$ cat config.mk
export PLATFORM = sky130hd
export DESIGN_NAME = if_fetch_ctrl
export DESIGN_NICKNAME = d
export VERILOG_FILES = /design/src/rtl/if_fetch_ctrl.sv
export SDC_FILE = /design/constraint.sdc
export NUM_CORES = 1
export LEC_CHECK = 0
export CAP_MARGIN = 0
export CORE_UTILIZATION = 40
export CTS_BUF_LIST = sky130_fd_sc_hd__clkbuf_2 sky130_fd_sc_hd__clkbuf_4 sky130_fd_sc_hd__clkbuf_8
export DETAILED_ROUTE_END_ITERATION = 8
export GPL_TIMING_DRIVEN = 0
export PLACE_DENSITY = 0.66
export REMOVE_ABC_BUFFERS = 1
export SYNTH_ARGS = -nofsm -noshare
export SYNTH_HDL_FRONTEND = slang
export SYNTH_SLANG_ARGS = --single-unit
$ cat constraint.sdc
create_clock -name clk -period 6.2 [get_ports clk]
set_clock_uncertainty 0.1 [all_clocks]
set_input_delay 1.55 -clock clk [delete_from_list [all_inputs] [get_ports clk]]
set_output_delay 1.55 -clock clk [all_outputs]
set_load 0.01 [all_outputs]
$ cat src/rtl/if_fetch_ctrl.sv
// IF-stage fetch sequencer: one outstanding imem request, small prefetch FIFO, branch flush.
// Optional stall counter port stall_cnt_o is built when IF_FETCH_PERF_EN is defined.
module if_fetch_ctrl #(
  parameter int                    WORD_WIDTH = 32,
  parameter int                    FIFO_DEPTH = 2,
  parameter logic [WORD_WIDTH-1:0] NOOP_INSTR = 32'h0000_0013
) (
  input  logic                  clk,
  input  logic                  rst_n,
  input  logic                  fetch_en_i,
  input  logic [WORD_WIDTH-1:0] pc_start_address_i,
  output logic                  instr_req_o,
  output logic [WORD_WIDTH-1:0] instr_addr_o,
  input  logic                  instr_gnt_i,
  input  logic                  instr_rvalid_i,
  input  logic [WORD_WIDTH-1:0] instr_rdata_i,
  input  logic                  branch_i,
  input  logic [WORD_WIDTH-1:0] branch_target_i,
  input  logic                  id_ready_i,
  output logic                  instr_valid_o,
  output logic [WORD_WIDTH-1:0] instr_o,
  output logic [WORD_WIDTH-1:0] instr_pc_o
`ifdef IF_FETCH_PERF_EN
  ,
  output logic [31:0]           stall_cnt_o
`endif
);

  localparam int PTR_W = (FIFO_DEPTH > 1) ? $clog2(FIFO_DEPTH) : 1;
  localparam int CNT_W = PTR_W + 1;

  typedef enum logic [2:0] {
    S_IDLE,
    S_REQ,
    S_WAIT,
    S_REQ_KILL,
    S_DROP
  } state_t;

  state_t                  state, state_nxt;
  logic [WORD_WIDTH-1:0]   next_addr;
  logic [WORD_WIDTH-1:0]   req_addr;
  logic [WORD_WIDTH-1:0]   fifo_instr [FIFO_DEPTH];
  logic [WORD_WIDTH-1:0]   fifo_pc    [FIFO_DEPTH];
  logic [PTR_W-1:0]        rd_ptr, wr_ptr;
  logic [CNT_W-1:0]        count;
  logic [CNT_W-1:0]        eff_count;
  logic [WORD_WIDTH-1:0]   target_al, start_al;
  logic                    outstanding, credit, push, pop, load_req;

  assign target_al   = branch_target_i & ~WORD_WIDTH'(3);
  assign start_al    = pc_start_address_i & ~WORD_WIDTH'(3);
  assign outstanding = (state == S_WAIT) || (state == S_DROP);
  // A branch empties the FIFO on this edge, so credit is judged against an empty buffer.
  assign eff_count   = branch_i ? '0 : count;
  assign credit      = fetch_en_i && ((int'(eff_count) + int'(outstanding)) < FIFO_DEPTH);
  assign push        = (state == S_WAIT) && instr_rvalid_i && !branch_i;
  assign pop         = instr_valid_o && id_ready_i && !branch_i;

  always_comb begin
    state_nxt = state;
    load_req  = 1'b0;
    case (state)
      S_IDLE: begin
        if (credit) begin
          state_nxt = S_REQ;
          load_req  = 1'b1;
        end
      end
      S_REQ: begin
        if (instr_gnt_i)   state_nxt = branch_i ? S_DROP : S_WAIT;
        else if (branch_i) state_nxt = S_REQ_KILL;
      end
      S_WAIT: begin
        if (instr_rvalid_i) begin
          state_nxt = credit ? S_REQ : S_IDLE;
          load_req  = credit;
        end else if (branch_i) begin
          state_nxt = S_DROP;
        end
      end
      S_REQ_KILL: begin
        if (instr_gnt_i) state_nxt = S_DROP;
      end
      S_DROP: begin
        if (instr_rvalid_i) begin
          state_nxt = credit ? S_REQ : S_IDLE;
          load_req  = credit;
        end
      end
      default: state_nxt = S_IDLE;
    endcase
  end

  always_ff @(posedge clk or negedge rst_n) begin
    if (!rst_n) begin
      state     <= S_IDLE;
      next_addr <= '0;
      req_addr  <= '0;
      rd_ptr    <= '0;
      wr_ptr    <= '0;
      count     <= '0;
    end else begin
      state <= state_nxt;
      if (branch_i)                             next_addr <= target_al;
      else if (state == S_REQ && instr_gnt_i)   next_addr <= req_addr + WORD_WIDTH'(4);
      else if (state == S_IDLE && !fetch_en_i)  next_addr <= start_al;
      if (load_req) req_addr <= branch_i ? target_al : next_addr;
      if (branch_i) begin
        rd_ptr <= '0;
        wr_ptr <= '0;
        count  <= '0;
      end else begin
        if (push) wr_ptr <= wr_ptr + PTR_W'(1);
        if (pop)  rd_ptr <= rd_ptr + PTR_W'(1);
        count <= count + CNT_W'(push) - CNT_W'(pop);
      end
    end
  end

  // FIFO storage carries no reset; the empty flag masks stale contents.
  always_ff @(posedge clk) begin
    if (push) begin
      fifo_instr[wr_ptr] <= instr_rdata_i;
      fifo_pc[wr_ptr]    <= req_addr;
    end
  end

  assign instr_req_o   = (state == S_REQ) || (state == S_REQ_KILL);
  assign instr_addr_o  = req_addr;
  assign instr_valid_o = (count != '0);
  assign instr_o       = instr_valid_o ? fifo_instr[rd_ptr] : NOOP_INSTR;
  assign instr_pc_o    = instr_valid_o ? fifo_pc[rd_ptr] : '0;

`ifdef IF_FETCH_PERF_EN
  always_ff @(posedge clk or negedge rst_n) begin
    if (!rst_n) begin
      stall_cnt_o <= '0;
    end else if (fetch_en_i && id_ready_i && !instr_valid_o && (stall_cnt_o != 32'hFFFF_FFFF)) begin
      stall_cnt_o <= stall_cnt_o + 32'd1;
    end
  end
`endif

endmodule

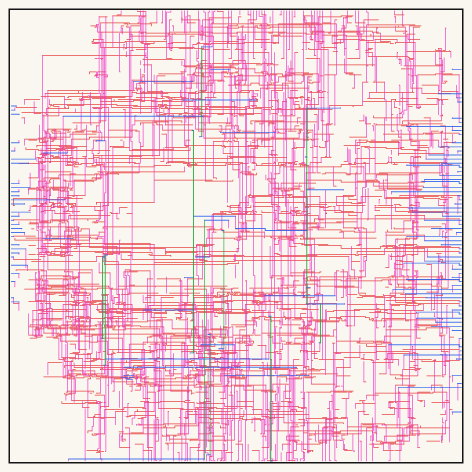
wires.png
Scale: 3 px per µm.
Key: metal 4 = green [wire length 454 µm]; metal 1 = red [wire length 9740 µm]; metal 2 = magenta [wire length 10600 µm]; metal 3 = blue [wire length 1120 µm]
WL per Instance: 17.8 µm
Tot GR Track Use: 19.6%
Vias: 6354

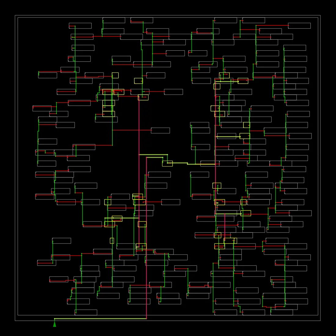
clocks.png
Latency at later pin: 0.47 ns
Flops: 199
clock sinks: 199

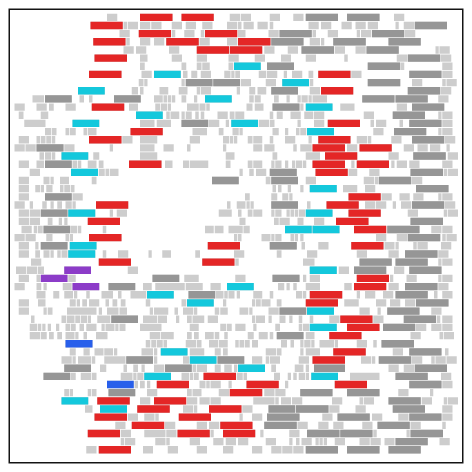
flops_by_reg.png
Scale: 3 px per µm.
Key: fifo_pc = red [placed flops 64]; count = blue [placed flops 2]; state = purple [placed flops 3]; instr_addr_o = cyan [placed flops 32]
Another 98 sequential cells are not colored.
Finished Core Util: 53.2%
Reg area: 0.00562 mm²

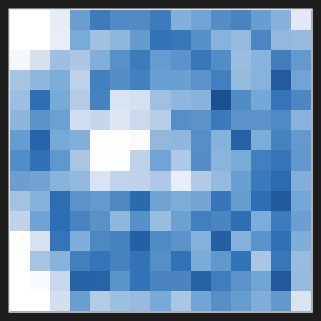
cell_density.png
Scale: 2 px per µm. The die is cut into 15 by 15 equal tiles; white is low, dark blue is high, 0 to 100% covered.
6.7% of the tiles are over 75% full. 5.8% of the tiles are nearly empty. The mean over all tiles is 49%. The fullest tile reaches 87%.
FP Core Util: 40.6%
core box area: 0.0218 mm²

==> results.cfg <==
; yosys + openroad results
[cts]
cts_hold_buf = 0
cts_buffer_depth = 2
cts_tree = built
cts_made_buffers = 17
cts_max_level = 4
postCtsSetupBuffers = 0
cts-root-buf = clkbuf_8
cts_resized = 0

[synthesis]
edf_count = 128
yosysTopAreaCell = edfxtp_1
ys_area_mm2 = 0.00884
ys.flops = 199
synthArstFlopShare_pct = 35.7
ys_seq_share_pct = 63.6
synth_warnings = 0
synth_area_mm2 = 0.00884
postSynthAreaPerCell_um2 = 11.6
netlist_instances = 760
ys_types = 46
top_area_share_pct = 43.5
synthTopCellsByArea = edfxtp_1 (43%), dfrtp_1 (20%), mux2i_1 (8.4%), nor2_1 (5.8%), nand2_1 (3.4%)
yosys_cells = 760

[floorplan]
die_area_mm2 = 0.0227
die_y_um = 151
fp.dieW_um = 151
boundaryPins = 201
tap_cells = 280

[power_and_ir_drop]
intPower_mw = 2.63
power.share.switching_pct = 35.5
switching_power_mw = 1.44
power_frac_seq_pct = 49.2
powerDensity_mw_per_mm2 = 351
ir_worst_vdd_uv = 258
pwr-share-comb_pct = 30.8
p_leak_nw = 4.00
clkPwrFrac_pct = 20.0

[sta]
finalClockPeriodUsage_pct = 76.8
fin_hold_ws_ns = 0.398
max_slew.worst_pin.slew_ns = 1.27
worst_slack_ns = 1.44
hold_viol = 0
slew_violations = 0
rsz0062_at_grt = false
setup_viol = 0

[global_routing]
grt_pass1_wl_mm = 33.4
grt_max_degree = 46
overflow = 0
first_global_vias = 6124
antenna_found_initial = 0

[critical_path]
path_cells = buf_2, clkinv_1, nand2_1, mux2_2
cp.required_ns = 6.47
crit_fanout = 37
critPathLaunchType = primary input
crit_buf_inv = 2
crit_family = buffers and inverters
critPathKind = primary input to flop
cp_slowest_cell = nand2_1
crit_path_end_kind = flop
cp.arrival_ns = 5.02

[final_layout]
syn2layout_area_growth_pct = 30.9
comb_area_share_pct = 26.1
final-nonclk-buf-share_pct = 18.6
seq_share_pct = 48.6
inverters = 11
nClkBuffers = 17
drive_above_1_share_pct = 5.98
fin_nets = 1046
dominant-cell-class = sequential cells
comb_area_mm2 = 0.00302
antenna_cells = 0
clock_area_share_pct = 3.35
fillers = 1954
num-multi-input-gates = 506

[route]
ant_nets = 0
dr.pass1.iters = 4
routed_wl_mm = 21.9
vias_per_cell = 5.15

[job]
tool_warnings = 29

[status]
status = complete, no violations

[hold_path]
hold_path_class = flop to flop

[placed_design]
globalplace.congestion = 0.787
post-place-ws_ns = 0.891
==> placed cells by master, fill, tap and decap left out, drive strengths merged, types with 3 or more instances in the layout <==
master,instances
xnor2,18
o22ai,7
dfrtp,71
o21a,8
nand2b,3
inv,18
clkbuf,17
mux2i,74
clkinv,7
a21oi,23
nor2,139
clkdlybuf4s50,194
nand4,8
edfxtp,128
and4,4
o21ai,33
nand3,22
a31oi,40
buf,11
nor3,3
ha,3
and3,4
mux2,3
nand2,79
xor2,13
==> worst reg2reg max path, cell delays in order, from the launching register on <==
cell	delay [ns]
dfrtp_1	0.48
nor2_4	0.66
buf_12	0.29
inv_1	0.14
nand2_1	0.19
nor2_1	0.09
ha_1	0.30
inv_1	0.06
ha_1	0.15
xor2_1	0.17
xnor2_1	0.13
nor2_1	0.06
==> Yosys cell counts, drive strengths merged, types with 10 or more instances <==
library cell / n
a21oi: 23
a31oi: 40
buf: 22
clkbuf: 22
dfrtp: 71
edfxtp: 128
inv: 10
mux2i: 74
nand2: 79
nand3: 22
nor2: 139
o21ai: 33
xnor2: 18
xor2: 13
==> power groups by stage <==
stage / clock, mW / combinational (mW) / sequential (mW)
6_report: 0.813 / 1.26 / 2.00
5_1_grt: 0.878 / 1.39 / 2.05
4_1_cts: 0.835 / 1.27 / 2.00
3_5_place_dp: 0 / 1.27 / 2.03
3_3_place_gp: 0 / 1.22 / 2.03
2_1_floorplan: 0 / 0.644 / 1.99
==> sequential cells by signal, summed over array words and instances, names as in the netlist <==
register and count:
rd_ptr 1, instr_addr_o 32, next_addr 32, state 3, fifo_pc 64, count 2, fifo_instr 64, wr_ptr 1
==> layer usage <==
layer  vias to the layer above  routed length, µm  GRT usage, %
met3                        28               1120          3.42
li1                       3086                  -             -
met1                      3084               9740          25.5
met2                       156              10600          32.9
met4                         0                453          6.95
met5                         -                  0             0
==> cells by family (layout without fill, tap and decap cells) <==
| kind of cell | after synthesis | count (layout) | synth area share, % |
|---|---|---|---|
| flip-flops | 199 | 199 | 63.6 |
| XOR/XNOR | 31 | 31 | 3.07 |
| AND/OR/NAND/NOR | 270 | 270 | 13.1 |
| buffers and inverters | 55 | 248 | 2.55 |
| multiplexers | 77 | 77 | 8.76 |
| AND-OR/OR-AND | 125 | 125 | 8.50 |
| adder cells (fa/ha/maj) | 3 | 3 | 0.425 |
==> per-stage QoR <==
stage,TNS [ns],cells,area (µm²),utilization [%]
after floorplan,0,716,8660,-
after global placement,-479.02,1192,11000,50.4
after detailed placement,0,1201,11200,51.4
after CTS,0,1233,11600,53.2
after global routing,0,1233,11600,53.2
final,0,1233,11600,53.2
==> final timing paths <==
check                        startpoint         endpoint  cells past startpoint
setup / recovery               branch_i     next_addr[2]                      4
hold / removal             next_addr[5]     next_addr[5]                      1
setup reg to reg               count[1]         count[1]                     11
hold reg to reg            next_addr[5]     next_addr[5]                      1
max in group asynchronous         rst_n           rd_ptr                      2
min in group asynchronous         rst_n  instr_addr_o[0]                      1
No activity file was given, so power comes from the tool's default toggle rates.
